--- src/rtl/lock_loss_monitor.sv ---
`default_nettype none
// ============================================================================
// Module   : lock_loss_monitor
// Brief    : Filters clock-source lock/error indicators, requests a restart on
//            loss of lock while running, keeps loss counters and sticky flags.
// Revision : 1.0
// ============================================================================
module lock_loss_monitor #(
  parameter int          FILT_LEN = 8,
  parameter int          REQ_PW   = 4,
  parameter logic [19:0] HOLDOFF  = 20'd40000,
  parameter int          CNT_W    = 8
) (
  input  logic             CLK,
  input  logic             EOS,
  input  logic             RUN,
  input  logic             DAQ_MMCM_LOCK,
  input  logic             TRG_MMCM_LOCK,
  input  logic             QPLL_LOCK,
  input  logic             QPLL_ERROR,
  input  logic             CLR_CNT,
  output logic             RESTART_REQ,
  output logic             LOCK_OK,
  output logic [CNT_W-1:0] LOSS_CNT_DAQ,
  output logic [CNT_W-1:0] LOSS_CNT_TRG,
  output logic [CNT_W-1:0] LOSS_CNT_QPLL,
  output logic [3:0]       LOSS_FLAGS,
  output logic [1:0]       MON_STATE
);

  typedef enum logic [1:0] {
    ST_IDLE  = 2'd0,
    ST_ARMED = 2'd1,
    ST_FAULT = 2'd2,
    ST_HOLD  = 2'd3
  } state_t;

  localparam logic [7:0]       c_filt_last = 8'(FILT_LEN - 1);
  localparam logic [19:0]      c_pw_last   = 20'(REQ_PW - 1);
  localparam logic [19:0]      c_hold_last = HOLDOFF - 20'd1;
  localparam logic [CNT_W-1:0] c_cnt_max   = '1;
  localparam logic [CNT_W-1:0] c_cnt_one   = CNT_W'(1);

  logic [3:0]       w_async;
  logic [3:0]       r_sync1;
  logic [3:0]       r_sync2;
  logic [3:0]       w_filt;
  logic [3:0]       r_filt_d;
  logic [2:0]       w_loss;
  logic             w_err_ev;
  logic             w_any_ev;
  logic [2:0]       w_inc;
  logic             r_lock_ok;
  logic             r_req;
  logic [3:0]       r_flags;
  logic [19:0]      r_tmr;
  logic             w_tmr_clr;
  logic             w_count_en;
  logic [CNT_W-1:0] w_cnt [3];
  state_t           r_state;
  state_t           w_state_nxt;

  // Bit order: [0] DAQ lock, [1] TRG lock, [2] QPLL lock, [3] QPLL error
  assign w_async = {QPLL_ERROR, QPLL_LOCK, TRG_MMCM_LOCK, DAQ_MMCM_LOCK};

  always_ff @(posedge CLK or negedge EOS) begin
    if (!EOS) begin
      r_sync1 <= '0;
      r_sync2 <= '0;
    end else begin
      r_sync1 <= w_async;
      r_sync2 <= r_sync1;
    end
  end

  generate
    for (genvar gi = 0; gi < 4; gi++) begin : g_filt
      logic       r_val;
      logic [7:0] r_run;

      // The filtered level flips only after FILT_LEN consecutive disagreeing samples.
      always_ff @(posedge CLK or negedge EOS) begin
        if (!EOS) begin
          r_val <= 1'b0;
          r_run <= '0;
        end else if (r_sync2[gi] == r_val) begin
          r_run <= '0;
        end else if (r_run == c_filt_last) begin
          r_val <= ~r_val;
          r_run <= '0;
        end else begin
          r_run <= r_run + 8'd1;
        end
      end

      assign w_filt[gi] = r_val;
    end
  endgenerate

  always_ff @(posedge CLK or negedge EOS) begin
    if (!EOS) begin
      r_filt_d  <= '0;
      r_lock_ok <= 1'b0;
    end else begin
      r_filt_d  <= w_filt;
      r_lock_ok <= &w_filt[2:0] & ~w_filt[3];
    end
  end

  assign w_loss   = r_filt_d[2:0] & ~w_filt[2:0];
  assign w_err_ev = ~r_filt_d[3] & w_filt[3];
  assign w_any_ev = (|w_loss) | w_err_ev;
  assign w_inc    = {w_loss[2] | w_err_ev, w_loss[1:0]};

  always_ff @(posedge CLK or negedge EOS) begin
    if (!EOS) begin
      r_state <= ST_IDLE;
    end else begin
      r_state <= w_state_nxt;
    end
  end

  // RUN low in ARMED wins over a same-cycle event; FAULT/HOLD ignore RUN.
  always_comb begin
    w_state_nxt = r_state;
    w_tmr_clr   = 1'b1;
    w_count_en  = 1'b0;
    case (r_state)
      ST_IDLE: begin
        if (RUN && r_lock_ok) w_state_nxt = ST_ARMED;
      end
      ST_ARMED: begin
        if (!RUN) begin
          w_state_nxt = ST_IDLE;
        end else begin
          w_count_en = 1'b1;
          if (w_any_ev) w_state_nxt = ST_FAULT;
        end
      end
      ST_FAULT: begin
        if (r_tmr == c_pw_last) w_state_nxt = ST_HOLD;
        else                    w_tmr_clr   = 1'b0;
      end
      ST_HOLD: begin
        if (r_tmr == c_hold_last) w_state_nxt = ST_IDLE;
        else                      w_tmr_clr   = 1'b0;
      end
      default: w_state_nxt = ST_IDLE;
    endcase
  end

  always_ff @(posedge CLK or negedge EOS) begin
    if (!EOS) begin
      r_tmr <= '0;
      r_req <= 1'b0;
    end else begin
      r_tmr <= w_tmr_clr ? 20'd0 : r_tmr + 20'd1;
      r_req <= (w_state_nxt == ST_FAULT);
    end
  end

  generate
    for (genvar gc = 0; gc < 3; gc++) begin : g_cnt
      logic [CNT_W-1:0] r_cnt;

      always_ff @(posedge CLK or negedge EOS) begin
        if (!EOS) begin
          r_cnt <= '0;
        end else if (CLR_CNT) begin
          r_cnt <= '0;
        end else if (w_count_en && w_inc[gc] && (r_cnt != c_cnt_max)) begin
          r_cnt <= r_cnt + c_cnt_one;
        end
      end

      assign w_cnt[gc] = r_cnt;
    end
  endgenerate

  always_ff @(posedge CLK or negedge EOS) begin
    if (!EOS) begin
      r_flags <= '0;
    end else if (CLR_CNT) begin
      r_flags <= '0;
    end else if (w_count_en) begin
      r_flags <= r_flags | {w_err_ev, w_loss};
    end
  end

  assign RESTART_REQ   = r_req;
  assign LOCK_OK       = r_lock_ok;
  assign LOSS_CNT_DAQ  = w_cnt[0];
  assign LOSS_CNT_TRG  = w_cnt[1];
  assign LOSS_CNT_QPLL = w_cnt[2];
  assign LOSS_FLAGS    = r_flags;
  assign MON_STATE     = r_state;

endmodule
`default_nettype wire

--- config.mk ---
export PLATFORM = sky130hd
export DESIGN_NAME = lock_loss_monitor
export DESIGN_NICKNAME = d
export VERILOG_FILES = /design/src/rtl/lock_loss_monitor.sv
export SDC_FILE = /design/constraint.sdc
export NUM_CORES = 1
export LEC_CHECK = 0
export CAP_MARGIN = 0
export CORE_ASPECT_RATIO = 1.5
export CORE_UTILIZATION = 30
export CTS_CLUSTER_DIAMETER = 60
export DETAILED_ROUTE_END_ITERATION = 16
export PLACE_DENSITY = 0.56
export SETUP_SLACK_MARGIN = 0.4
export SLEW_MARGIN = 10
export SYNTH_ARGS = -nofsm -noshare
export SYNTH_HDL_FRONTEND = slang
export SYNTH_SLANG_ARGS = --single-unit
--- constraint.sdc ---
create_clock -name CLK -period 5.2 [get_ports CLK]
set_clock_uncertainty 0.2 [all_clocks]
set_input_delay 1.56 -clock CLK [delete_from_list [all_inputs] [get_ports CLK]]
set_output_delay 1.56 -clock CLK [all_outputs]
set_load 0.01 [all_outputs]
Figure 1. Placement by cell class.
The bar under the picture is 20 µm long.
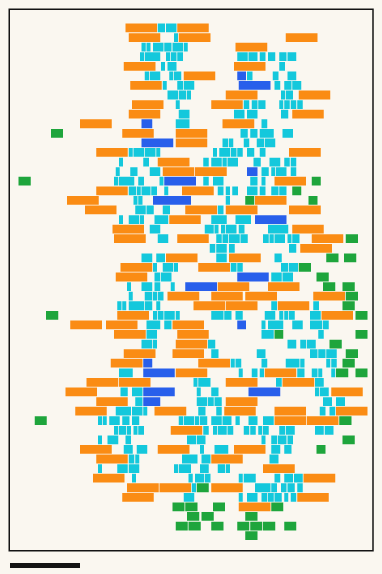
- blue: clock drivers and dummy loads (cells 16; share of their area 5.8%)
- green: remaining buffers and delay cells (cells 44; share of their area 8.1%)
- orange: sequential cells (cells 100; share of their area 47%)
- cyan: remaining logic cells (cells 328; share of their area 39%)

Figure 2. PDN straps and rails.
Pins as bars on the die edge.
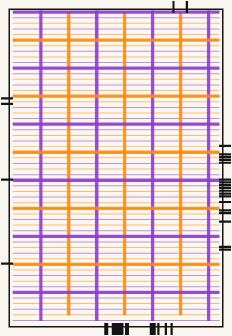
- orange: VDD
- purple: VSS
- met1 rails: 56
- rows: 55

==> qor.log <==
qor: outcome.run_status finished clean
qor: clocking.cts-hold-fix-buffers 0
qor: routing.remaining_drc_errors 0
qor: clocking.clk_pin_slew 0.07 ns
qor: floorplan.placementRows 55
qor: grt.maximum_number_of_pins_on_one_net_before_global_route_repair 71
qor: worst_setup_path.critical_setup_path_kind in2reg
qor: grt.groute.layer.met1.usage 14.87%
qor: clocking.cts-root-buf sky130_fd_sc_hd__clkbuf_16
qor: grt.globalRouteMet2Util 22.29%
qor: sta.period_used_share 68.03%
qor: yosys.synth.distinct_cells 44
qor: routing.drtPass1Iterations 4
qor: yosys.syn-mean-instance-area 10.46 µm²
qor: final_layout.num-fill-cells 1524
qor: job.warnings 26
qor: job.drv_cap 0
qor: sta.timing.final.hold_violations 0
qor: place.rd_place_congestion 0.7986
qor: worst_setup_path.cp.buffers_inverters 1
qor: final_layout.antenna-diode-count 0
qor: yosys.cell_count_listed_in_synth_stat_txt 438
qor: worst_setup_path.worst_setup_path_start_kind input port
qor: routing.viasPerCell 4.914
qor: sta.timing.slew.headroom 26.27%
qor: worst_setup_path.crit_path_max_fanout 13
qor: place.buffer_ports.inserted 39
qor: yosys.syn_nets 454
qor: yosys.yosys_register_bits 100
qor: yosys.postSynth.topFlopCell sky130_fd_sc_hd__dfrtp_1
qor: grt.grt-busiest-layer met2
qor: routing.antenna_violating_nets_post_route 0
qor: worst_setup_path.critical_path_required 5.27 ns
qor: clocking.number_of_cells_upsized_or_downsized_after_cts 0
qor: routing.route.met2.wl 4.834 mm
qor: routing.maxUsedRoutingLayer met4
qor: sta.grt_setup_unrepaired false
qor: yosys.netlist.area_leader.share 54.63%
qor: yosys.synth.yosys.chip_area 0.004581 mm²
qor: worst_setup_path.logic_depth_of_the_worst_setup_path_including_buffers 5
qor: grt.global_route_wire_length_before_repair 15.92 mm
qor: yosys.post_synth_inst_count 438
qor: final_layout.final_core_utilization 36.88%
qor: yosys.ys.warnings.count 0
qor: final_layout.stdcell_count 687
qor: power.totalPowerFinal 1.777 mW
qor: sta.setup-tns-final 0 ns
qor: yosys.common_cells sky130_fd_sc_hd__dfrtp_1, sky130_fd_sc_hd__nor2_1, sky130_fd_sc_hd__a21oi_1, sky130_fd_sc_hd__nand3_1, sky130_fd_sc_hd__xnor2_1
qor: clocking.tritoncts done
qor: power.static-leakage-power 2.275 nW
qor: worst_setup_path.crit_path_cell_trace clkdlybuf4s50_1 -> and3b_1 -> o221ai_1 -> or4_1 -> a21oi_1
qor: sta.finalMaxSlewViolations 0
qor: clocking.h_tree_depth 3
qor: yosys.netlist.top_cell.by_area sky130_fd_sc_hd__dfrtp_1
qor: final_layout.final_layout_top_logic_cell sky130_fd_sc_hd__dfrtp_1
qor: final_layout.mostFrequentLayoutCells sky130_fd_sc_hd__dfrtp_1, sky130_fd_sc_hd__nor2_1, sky130_fd_sc_hd__clkdlybuf4s50_1, sky130_fd_sc_hd__nand3_1, sky130_fd_sc_hd__a21oi_1
qor: yosys.seq_area_frac_synth 54.63%
qor: yosys.post-synth-top-count-cell sky130_fd_sc_hd__dfrtp_1
qor: worst_setup_path.crit_path_end_kind flop
Figure 3. Clock nets.
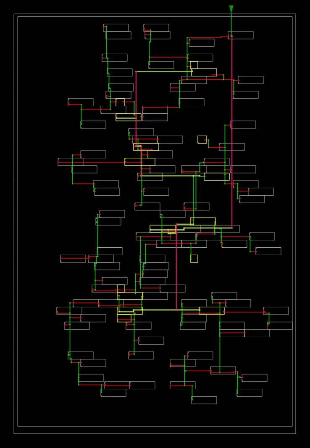
layout sequential cell count: 100
number of clock buffer instances in the layout: 10
number of CTS-inserted buffers: 9

Figure 4. Wiring by layer.
Two of the layers only.
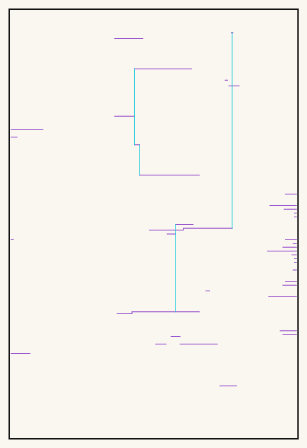
- purple: M3 (wire length 256 µm)
- cyan: M4 (wire length 139 µm)

==> sequential cells by signal, indices dropped and copies added (netlist names), 2 cells and up <==
register       cells
MON_STATE          2
r_sync2            4
g_filt.r_run      32
r_tmr             20
LOSS_FLAGS         4
r_filt_d           4
g_filt.r_val       4
r_sync1            4
LOSS_CNT_DAQ       8
LOSS_CNT_TRG       8
LOSS_CNT_QPLL      8
==> final cells by class <==
type	instances	area, µm²	area share (%)
clock inverter	6	70.07	1.266
clock buffer	10	239.0	4.319
timing repair buffer	44	425.4	7.689
tap	199	249.0	4.500
inverter	9	33.78	0.6106
multi-input combinational	319	2013	36.39
sequential	100	2502	45.23
==> metrics by stage <==
stage	hold slack [ns]	instance area, µm²	setup slack, ns
after global placement	0.1386	5224	1.337
after floorplan	0.1312	4581	2.187
final	0.1502	5533	1.662
after detailed placement	0.1381	5224	1.274
after CTS	0.1548	5533	1.654
after global routing	0.1547	5533	1.487
==> kinds of logic after synthesis <==
logic type      Yosys count  synth area share (%)
buf+inv                  19                 1.584
simple gates            190                 21.82
compound gates           65                 8.632
fa+ha+maj                 8                 2.185
xor+xnor                 46                 8.795
flops                   100                 54.63
mux                      10                 2.349
==> worst paths after layout <==
check	slack (ns)	to	startpoint
min in group asynchronous	1.12	MON_STATE[1]	EOS
min	0.15	r_sync2[2]	r_sync1[2]
max	1.66	LOSS_CNT_QPLL[5]	RUN
max reg2reg	2.32	r_tmr[19]	r_tmr[0]
max in group asynchronous	2.77	g_filt[0].r_val	EOS
min reg2reg	0.15	r_sync2[2]	r_sync1[2]
==> power by group <==
part           switching, mW  total (mW)  internal (mW)
Combinational          0.116       0.196         0.0798
Sequential            0.0609       0.904          0.843
Clock                  0.288       0.677          0.389
Power figures rest on the tool's default switching activity, not on a simulated workload.
